===== config.mk =====
export PLATFORM = sky130hd
export DESIGN_NAME = eq_reg_bank
export DESIGN_NICKNAME = d
export VERILOG_FILES = /design/src/rtl/eq_reg_pkg.sv /design/src/rtl/eq_reg_bank_dbuf.sv /design/src/rtl/eq_reg_bank.sv
export SDC_FILE = /design/constraint.sdc
export NUM_CORES = 1
export LEC_CHECK = 0
export ABC_AREA = 1
export CORE_AREA = 2 2 185 187
export CTS_CLUSTER_SIZE = 8
export DETAILED_ROUTE_END_ITERATION = 10
export DIE_AREA = 0 0 187 189
export PLACE_DENSITY_LB_ADDON = 0.1
export REMOVE_ABC_BUFFERS = 1
export SLEW_MARGIN = 10
export SYNTH_ARGS = -nofsm -noshare
export SYNTH_HDL_FRONTEND = slang
export SYNTH_HIERARCHICAL = 1
export SYNTH_SLANG_ARGS = --single-unit

===== constraint.sdc =====
create_clock -name S_AXI_ACLK -period 1.9 [get_ports S_AXI_ACLK]
set_clock_uncertainty 0.05 [all_clocks]
set_input_delay 0.38 -clock S_AXI_ACLK [delete_from_list [all_inputs] [get_ports S_AXI_ACLK]]
set_output_delay 0.38 -clock S_AXI_ACLK [all_outputs]
set_load 0.03 [all_outputs]

===== src/rtl/eq_reg_pkg.sv =====
// Shared constants for the equalizer register bank: the address map, the ID value,
// the CTRL and STATUS bit positions, the default gain and the commit-state encoding.
package eq_reg_pkg;

    localparam logic [31:0] REG_CTRL       = 32'h00;
    localparam logic [31:0] REG_STATUS     = 32'h04;
    localparam logic [31:0] REG_COMMIT     = 32'h08;
    localparam logic [31:0] REG_SAMPLE_CNT = 32'h0C;
    localparam logic [31:0] REG_GAIN0      = 32'h10;
    localparam logic [31:0] REG_ID         = 32'h30;
    localparam logic [31:0] REG_CLIPCNT    = 32'h34;

    localparam logic [31:0] EQ_ID = 32'hE0A1_0001;

    localparam int CTRL_ENABLE_BIT    = 0;
    localparam int CTRL_BYPASS_BIT    = 1;
    localparam int STATUS_PENDING_BIT = 0;
    localparam int STATUS_CLIP_BIT    = 1;

    // Unity gain in signed Q2.14
    localparam logic [15:0] GAIN_RESET_DEFAULT = 16'h4000;

    typedef enum logic {
        ST_IDLE    = 1'b0,
        ST_PENDING = 1'b1
    } commit_state_t;

endpackage


===== src/rtl/eq_reg_bank_dbuf.sv =====
// One band's gain: the shadow copy that software writes and the active copy that
// the filter datapath uses. The active copy loads the shadow only on commit.
module eq_gain_dbuf
    import eq_reg_pkg::*;
#(
    parameter int                    GAIN_WIDTH = 16,
    parameter logic [GAIN_WIDTH-1:0] GAIN_RESET = GAIN_RESET_DEFAULT
)(
    input  logic                  clk,
    input  logic                  rst,
    input  logic                  i_we,
    input  logic [GAIN_WIDTH-1:0] i_data,
    input  logic                  i_commit,
    output logic [GAIN_WIDTH-1:0] o_shadow,
    output logic [GAIN_WIDTH-1:0] o_active
);

    logic [GAIN_WIDTH-1:0] r_shadow;
    logic [GAIN_WIDTH-1:0] r_active;

    // A write and a commit in the same cycle leave active with the pre-write shadow
    always_ff @(posedge clk or posedge rst) begin
        if (rst) begin
            r_shadow <= GAIN_RESET;
            r_active <= GAIN_RESET;
        end else begin
            if (i_we) begin
                r_shadow <= i_data;
            end
            if (i_commit) begin
                r_active <= r_shadow;
            end
        end
    end

    assign o_shadow = r_shadow;
    assign o_active = r_active;

endmodule


===== src/rtl/eq_reg_bank.sv =====
// Equalizer register bank with double-buffered band gains committed on a sample strobe.
// Optional EQ_REG_BANK_CLIPCNT_EN adds a saturating 16-bit clip counter at 0x34.
module eq_reg_bank
    import eq_reg_pkg::*;
#(
    parameter int                    C_S_AXI_ADDR_WIDTH = 6,
    parameter int                    C_S_AXI_DATA_WIDTH = 32,
    parameter int                    NUM_BANDS          = 8,
    parameter int                    GAIN_WIDTH         = 16,
    parameter logic [GAIN_WIDTH-1:0] GAIN_RESET         = GAIN_RESET_DEFAULT
)(
    input  logic                              S_AXI_ACLK,
    input  logic                              S_AXI_ARESET,
    input  logic [C_S_AXI_ADDR_WIDTH-1:0]     wrAddr,
    input  logic [C_S_AXI_DATA_WIDTH-1:0]     wrData,
    input  logic                              wr,
    input  logic [C_S_AXI_ADDR_WIDTH-1:0]     rdAddr,
    input  logic                              rd,
    output logic [C_S_AXI_DATA_WIDTH-1:0]     rdData,
    input  logic                              sample_strobe,
    input  logic                              clip_i,
    output logic [NUM_BANDS*GAIN_WIDTH-1:0]   gain_o,
    output logic                              eq_enable_o,
    output logic                              eq_bypass_o
);

    logic [31:0]           w_wr_addr;
    logic [31:0]           w_rd_addr;
    logic                  w_wr_ctrl;
    logic                  w_wr_commit;
    logic                  w_rd_status;
    logic [NUM_BANDS-1:0]  w_gain_we;
    logic [GAIN_WIDTH-1:0] w_shadow [NUM_BANDS];
    logic                  w_commit;
    logic                  w_pending;
    logic [31:0]           w_rd_data;
    logic                  w_unused;

    commit_state_t r_state;
    commit_state_t w_state_next;
    logic [1:0]    r_ctrl;
    logic [31:0]   r_sample_cnt;
    logic          r_clip_sticky;

    // Word-aligned decode: the byte-lane bits are dropped before comparing
    assign w_wr_addr   = 32'({wrAddr[C_S_AXI_ADDR_WIDTH-1:2], 2'b00});
    assign w_rd_addr   = 32'({rdAddr[C_S_AXI_ADDR_WIDTH-1:2], 2'b00});
    assign w_wr_ctrl   = wr && (w_wr_addr == REG_CTRL);
    assign w_wr_commit = wr && (w_wr_addr == REG_COMMIT);
    assign w_rd_status = rd && (w_rd_addr == REG_STATUS);
    assign w_unused    = ^{wrData[C_S_AXI_DATA_WIDTH-1:GAIN_WIDTH], wrAddr[1:0], rdAddr[1:0]};

    generate
        for (genvar gi = 0; gi < NUM_BANDS; gi++) begin : g_band
            assign w_gain_we[gi] = wr && (w_wr_addr == REG_GAIN0 + 32'(4 * gi));

            eq_gain_dbuf #(
                .GAIN_WIDTH (GAIN_WIDTH),
                .GAIN_RESET (GAIN_RESET)
            ) u_dbuf (
                .clk      (S_AXI_ACLK),
                .rst      (S_AXI_ARESET),
                .i_we     (w_gain_we[gi]),
                .i_data   (wrData[GAIN_WIDTH-1:0]),
                .i_commit (w_commit),
                .o_shadow (w_shadow[gi]),
                .o_active (gain_o[gi*GAIN_WIDTH +: GAIN_WIDTH])
            );
        end
    endgenerate

    always_ff @(posedge S_AXI_ACLK or posedge S_AXI_ARESET) begin
        if (S_AXI_ARESET) begin
            r_state <= ST_IDLE;
        end else begin
            r_state <= w_state_next;
        end
    end

    // Only a strobe seen while already pending commits, so a COMMIT write
    // coinciding with a strobe waits for the following one
    always_comb begin
        w_state_next = r_state;
        w_commit     = 1'b0;
        case (r_state)
            ST_IDLE: begin
                if (w_wr_commit) begin
                    w_state_next = ST_PENDING;
                end
            end
            ST_PENDING: begin
                if (sample_strobe) begin
                    w_commit     = 1'b1;
                    w_state_next = ST_IDLE;
                end
            end
            default: w_state_next = ST_IDLE;
        endcase
    end

    assign w_pending = (r_state == ST_PENDING);

    always_ff @(posedge S_AXI_ACLK or posedge S_AXI_ARESET) begin
        if (S_AXI_ARESET) begin
            r_ctrl        <= 2'b00;
            r_sample_cnt  <= 32'd0;
            r_clip_sticky <= 1'b0;
        end else begin
            if (w_wr_ctrl) begin
                r_ctrl <= wrData[1:0];
            end
            if (sample_strobe && r_ctrl[CTRL_ENABLE_BIT]) begin
                r_sample_cnt <= r_sample_cnt + 32'd1;
            end
            if (clip_i) begin
                r_clip_sticky <= 1'b1;
            end else if (w_rd_status) begin
                r_clip_sticky <= 1'b0;
            end
        end
    end

`ifdef EQ_REG_BANK_CLIPCNT_EN
    logic [15:0] r_clip_cnt;
    logic        w_rd_clipcnt;

    assign w_rd_clipcnt = rd && (w_rd_addr == REG_CLIPCNT);

    // A clip arriving with the clearing read is counted rather than lost
    always_ff @(posedge S_AXI_ACLK or posedge S_AXI_ARESET) begin
        if (S_AXI_ARESET) begin
            r_clip_cnt <= 16'd0;
        end else if (w_rd_clipcnt) begin
            r_clip_cnt <= clip_i ? 16'd1 : 16'd0;
        end else if (clip_i && (r_clip_cnt != 16'hFFFF)) begin
            r_clip_cnt <= r_clip_cnt + 16'd1;
        end
    end
`endif

    always_comb begin
        w_rd_data = 32'd0;
        case (w_rd_addr)
            REG_CTRL: w_rd_data = 32'(r_ctrl);
            REG_STATUS: begin
                w_rd_data[STATUS_PENDING_BIT] = w_pending;
                w_rd_data[STATUS_CLIP_BIT]    = r_clip_sticky;
            end
            REG_SAMPLE_CNT: w_rd_data = r_sample_cnt;
            REG_ID:         w_rd_data = EQ_ID;
`ifdef EQ_REG_BANK_CLIPCNT_EN
            REG_CLIPCNT:    w_rd_data = 32'(r_clip_cnt);
`endif
            default: w_rd_data = 32'd0;
        endcase
        for (int b = 0; b < NUM_BANDS; b++) begin
            if (w_rd_addr == REG_GAIN0 + 32'(4 * b)) begin
                w_rd_data = 32'(w_shadow[b]);
            end
        end
    end

    assign rdData      = w_rd_data[C_S_AXI_DATA_WIDTH-1:0];
    assign eq_enable_o = r_ctrl[CTRL_ENABLE_BIT];
    assign eq_bypass_o = r_ctrl[CTRL_BYPASS_BIT];

endmodule


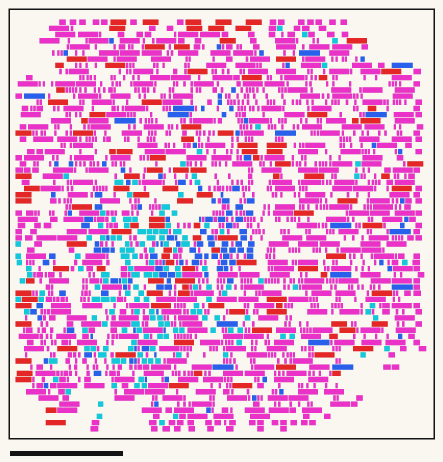
(cells by drive strength)
Scale bar: 50 µm.
size	colour	cells	share	most used
_2 cells	blue	146	7.4%	nand2_2
_3 and _4 cells	cyan	153	7.7%	buf_4
_6 and larger	red	122	6.1%	buf_12
_0 and _1 cells	magenta	1564	79%	nand2_1
Signal buffers: 343
crit path setup slack, layout: -0.4947 ns
synthesis-to-layout area growth: 36.60%
post-route cell area: 0.01837 mm²

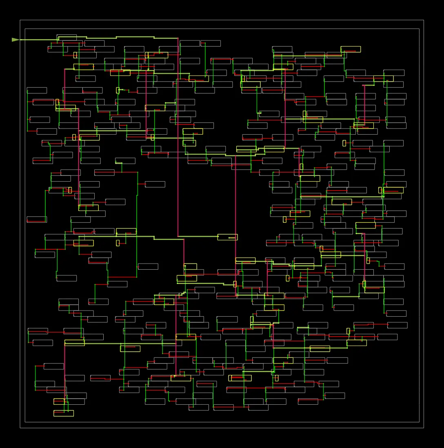
(clock routing)
clock group total power: 6.90 mW
Num Clock Sinks: 292
tally of clock buffers in the finished layout: 67
count of sequential standard cells: 292
clock latency reported for the late side of the worst-skew pair: 0.54 ns

==> run summary <==
The full implementation flow was run.

The flow ran to the end, but the final reports show violations. The mean routed wirelength per cell stands at 17.71 µm. For the worst reg-to-reg path, the endpoint reported by OpenROAD is r_sample_cnt[29]. The total die size stands at approximately 0.035 mm².

The initial utilization of the core area, before any placement, comes to 0.4042. The number of nets still failing antenna checks after routing stands at 0. The post-layout worst setup margin stands at -0.4947 ns.

The post-synthesis share of cell area spent on full adders, half adders and majority gates stands at 0.0009302. The half-perimeter wire length after detailed placement stands at 31340 µm. The weighted congestion reported at the end of routability-driven placement stands at 0.9157. Per the synthesis report, the simple-gate share of the synthesized area is 0.3349. The share of async-settable or async-resettable flops after synthesis stands at 1.000.

The checks that failed: setup timing. Input and output buffers added on the ports amount to 191. The last timing report of the flow puts the setup violation total at 18. In this run the cell area measured after placement is 0.01662 mm². Of the synthesized area, sequential elements account for 0.5447. The number of cells in the yosys synthesis report stands at ~1600. A synthesized cell averages 8.232 µm². The kind of cell with the highest combined delay along the critical path is simple AND/OR/NAND/NOR gates.

The number of buffers created by CTS stands at 42. Of the total power, the clock network draws 0.296. Counting both buffers and inverters, the worst setup path holds a total of 1.

The worst setup path is captured at a primary output. Of the total synthesized cell area, the portion taken by AND-OR and OR-AND cells is 0.01414. Across all stage logs, warnings added up to 47.
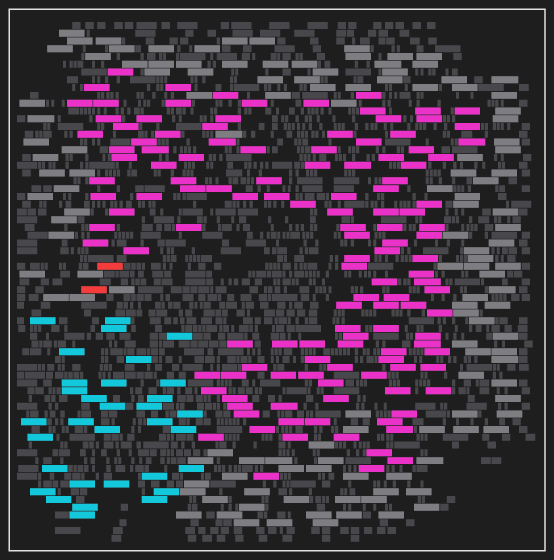
(sequential cells coloured by netlist name)
Other sequential cells in the stronger grey, the rest of the logic in the fainter grey.
netlist name	colour	placed flops
`r_ctrl`	red	2
`g_band.u_dbuf/o_shadow`	magenta	128
`r_sample_cnt`	cyan	32
not coloured	130

## metal layers
layer	track usage	share of wire	vias to the layer above
met5	0	0	-
met4	0.08181	0.028	0
met3	0.05357	0.085	83
met2	0.3742	0.44	431
met1	0.3555	0.45	5617
li1	-	-	5665
## synthesized netlist by cell type (2+ instances only)
library cell / count / area [µm²]
sky130_fd_sc_hd__inv_2: 11 / 41.29
sky130_fd_sc_hd__a21oi_1: 15 / 75.07
sky130_fd_sc_hd__nand2_2: 32 / 200.2
sky130_fd_sc_hd__nand3_2: 2 / 20.02
sky130_fd_sc_hd__xor2_1: 25 / 219.0
sky130_fd_sc_hd__dfstp_2: 16 / 420.4
sky130_fd_sc_hd__nand2_1: 904 / 3393
sky130_fd_sc_hd__inv_6: 8 / 70.07
sky130_fd_sc_hd__nor3_2: 3 / 30.03
sky130_fd_sc_hd__mux2_2: 2 / 22.52
sky130_fd_sc_hd__nor2_1: 75 / 281.5
sky130_fd_sc_hd__inv_8: 8 / 90.09
sky130_fd_sc_hd__buf_4: 2 / 15.01
sky130_fd_sc_hd__nor2_2: 5 / 31.28
sky130_fd_sc_hd__nand3_1: 45 / 225.2
sky130_fd_sc_hd__nor3_1: 8 / 40.04
sky130_fd_sc_hd__or2_2: 2 / 12.51
sky130_fd_sc_hd__o21ai_0: 15 / 75.07
sky130_fd_sc_hd__nand4_1: 25 / 156.4
sky130_fd_sc_hd__clkbuf_8: 8 / 110.1
sky130_fd_sc_hd__buf_6: 34 / 382.9
sky130_fd_sc_hd__o21ai_1: 5 / 25.02
sky130_fd_sc_hd__buf_8: 8 / 120.1
sky130_fd_sc_hd__dfrtp_1: 276 / 6907
sky130_fd_sc_hd__nand2_4: 2 / 22.52
sky130_fd_sc_hd__buf_2: 10 / 50.05
sky130_fd_sc_hd__nor2_4: 7 / 78.83
sky130_fd_sc_hd__inv_1: 73 / 274.0
sky130_fd_sc_hd__xnor2_1: 2 / 17.52
## area by class of cell
class / instances / area [µm²]
flip-flops and latches: 292 / 7327
well taps: 448 / 560.5
diodes: 1 / 2.502
fillers: 3202 / 14910
inverters: 101 / 501.7
clock buffers: 67 / 1176
clock inverters: 2 / 32.53
multi-input cells: 1180 / 5325
repair buffers: 343 / 3447
## worst min-delay path by stage
stage	from	endpoint	slack, ns
6_report	S_AXI_ARESET	g_band[3].u_dbuf/o_active[10]	0.37
3_3_place_gp	g_band[1].u_dbuf/o_active[14]	g_band[1].u_dbuf/o_active[14]	0.40
3_5_place_dp	g_band[6].u_dbuf/o_active[14]	g_band[6].u_dbuf/o_active[14]	0.40
4_1_cts	S_AXI_ARESET	g_band[3].u_dbuf/o_shadow[6]	0.36
5_1_grt	S_AXI_ARESET	g_band[4].u_dbuf/o_active[2]	0.39
2_1_floorplan	r_clip_sticky	r_clip_sticky	0.40
## power by group through the flow
stage,sequential (mW),combinational [mW],clock [mW]
floorplan,10.9,2.37,0
global placement,9.38,7.53,0
detailed placement,9.36,7.63,0
CTS,9.21,7.20,7.02
global route,9.41,7.81,7.32
finish,9.23,7.17,6.90
No activity file was given, so power comes from the tool's default toggle rates.
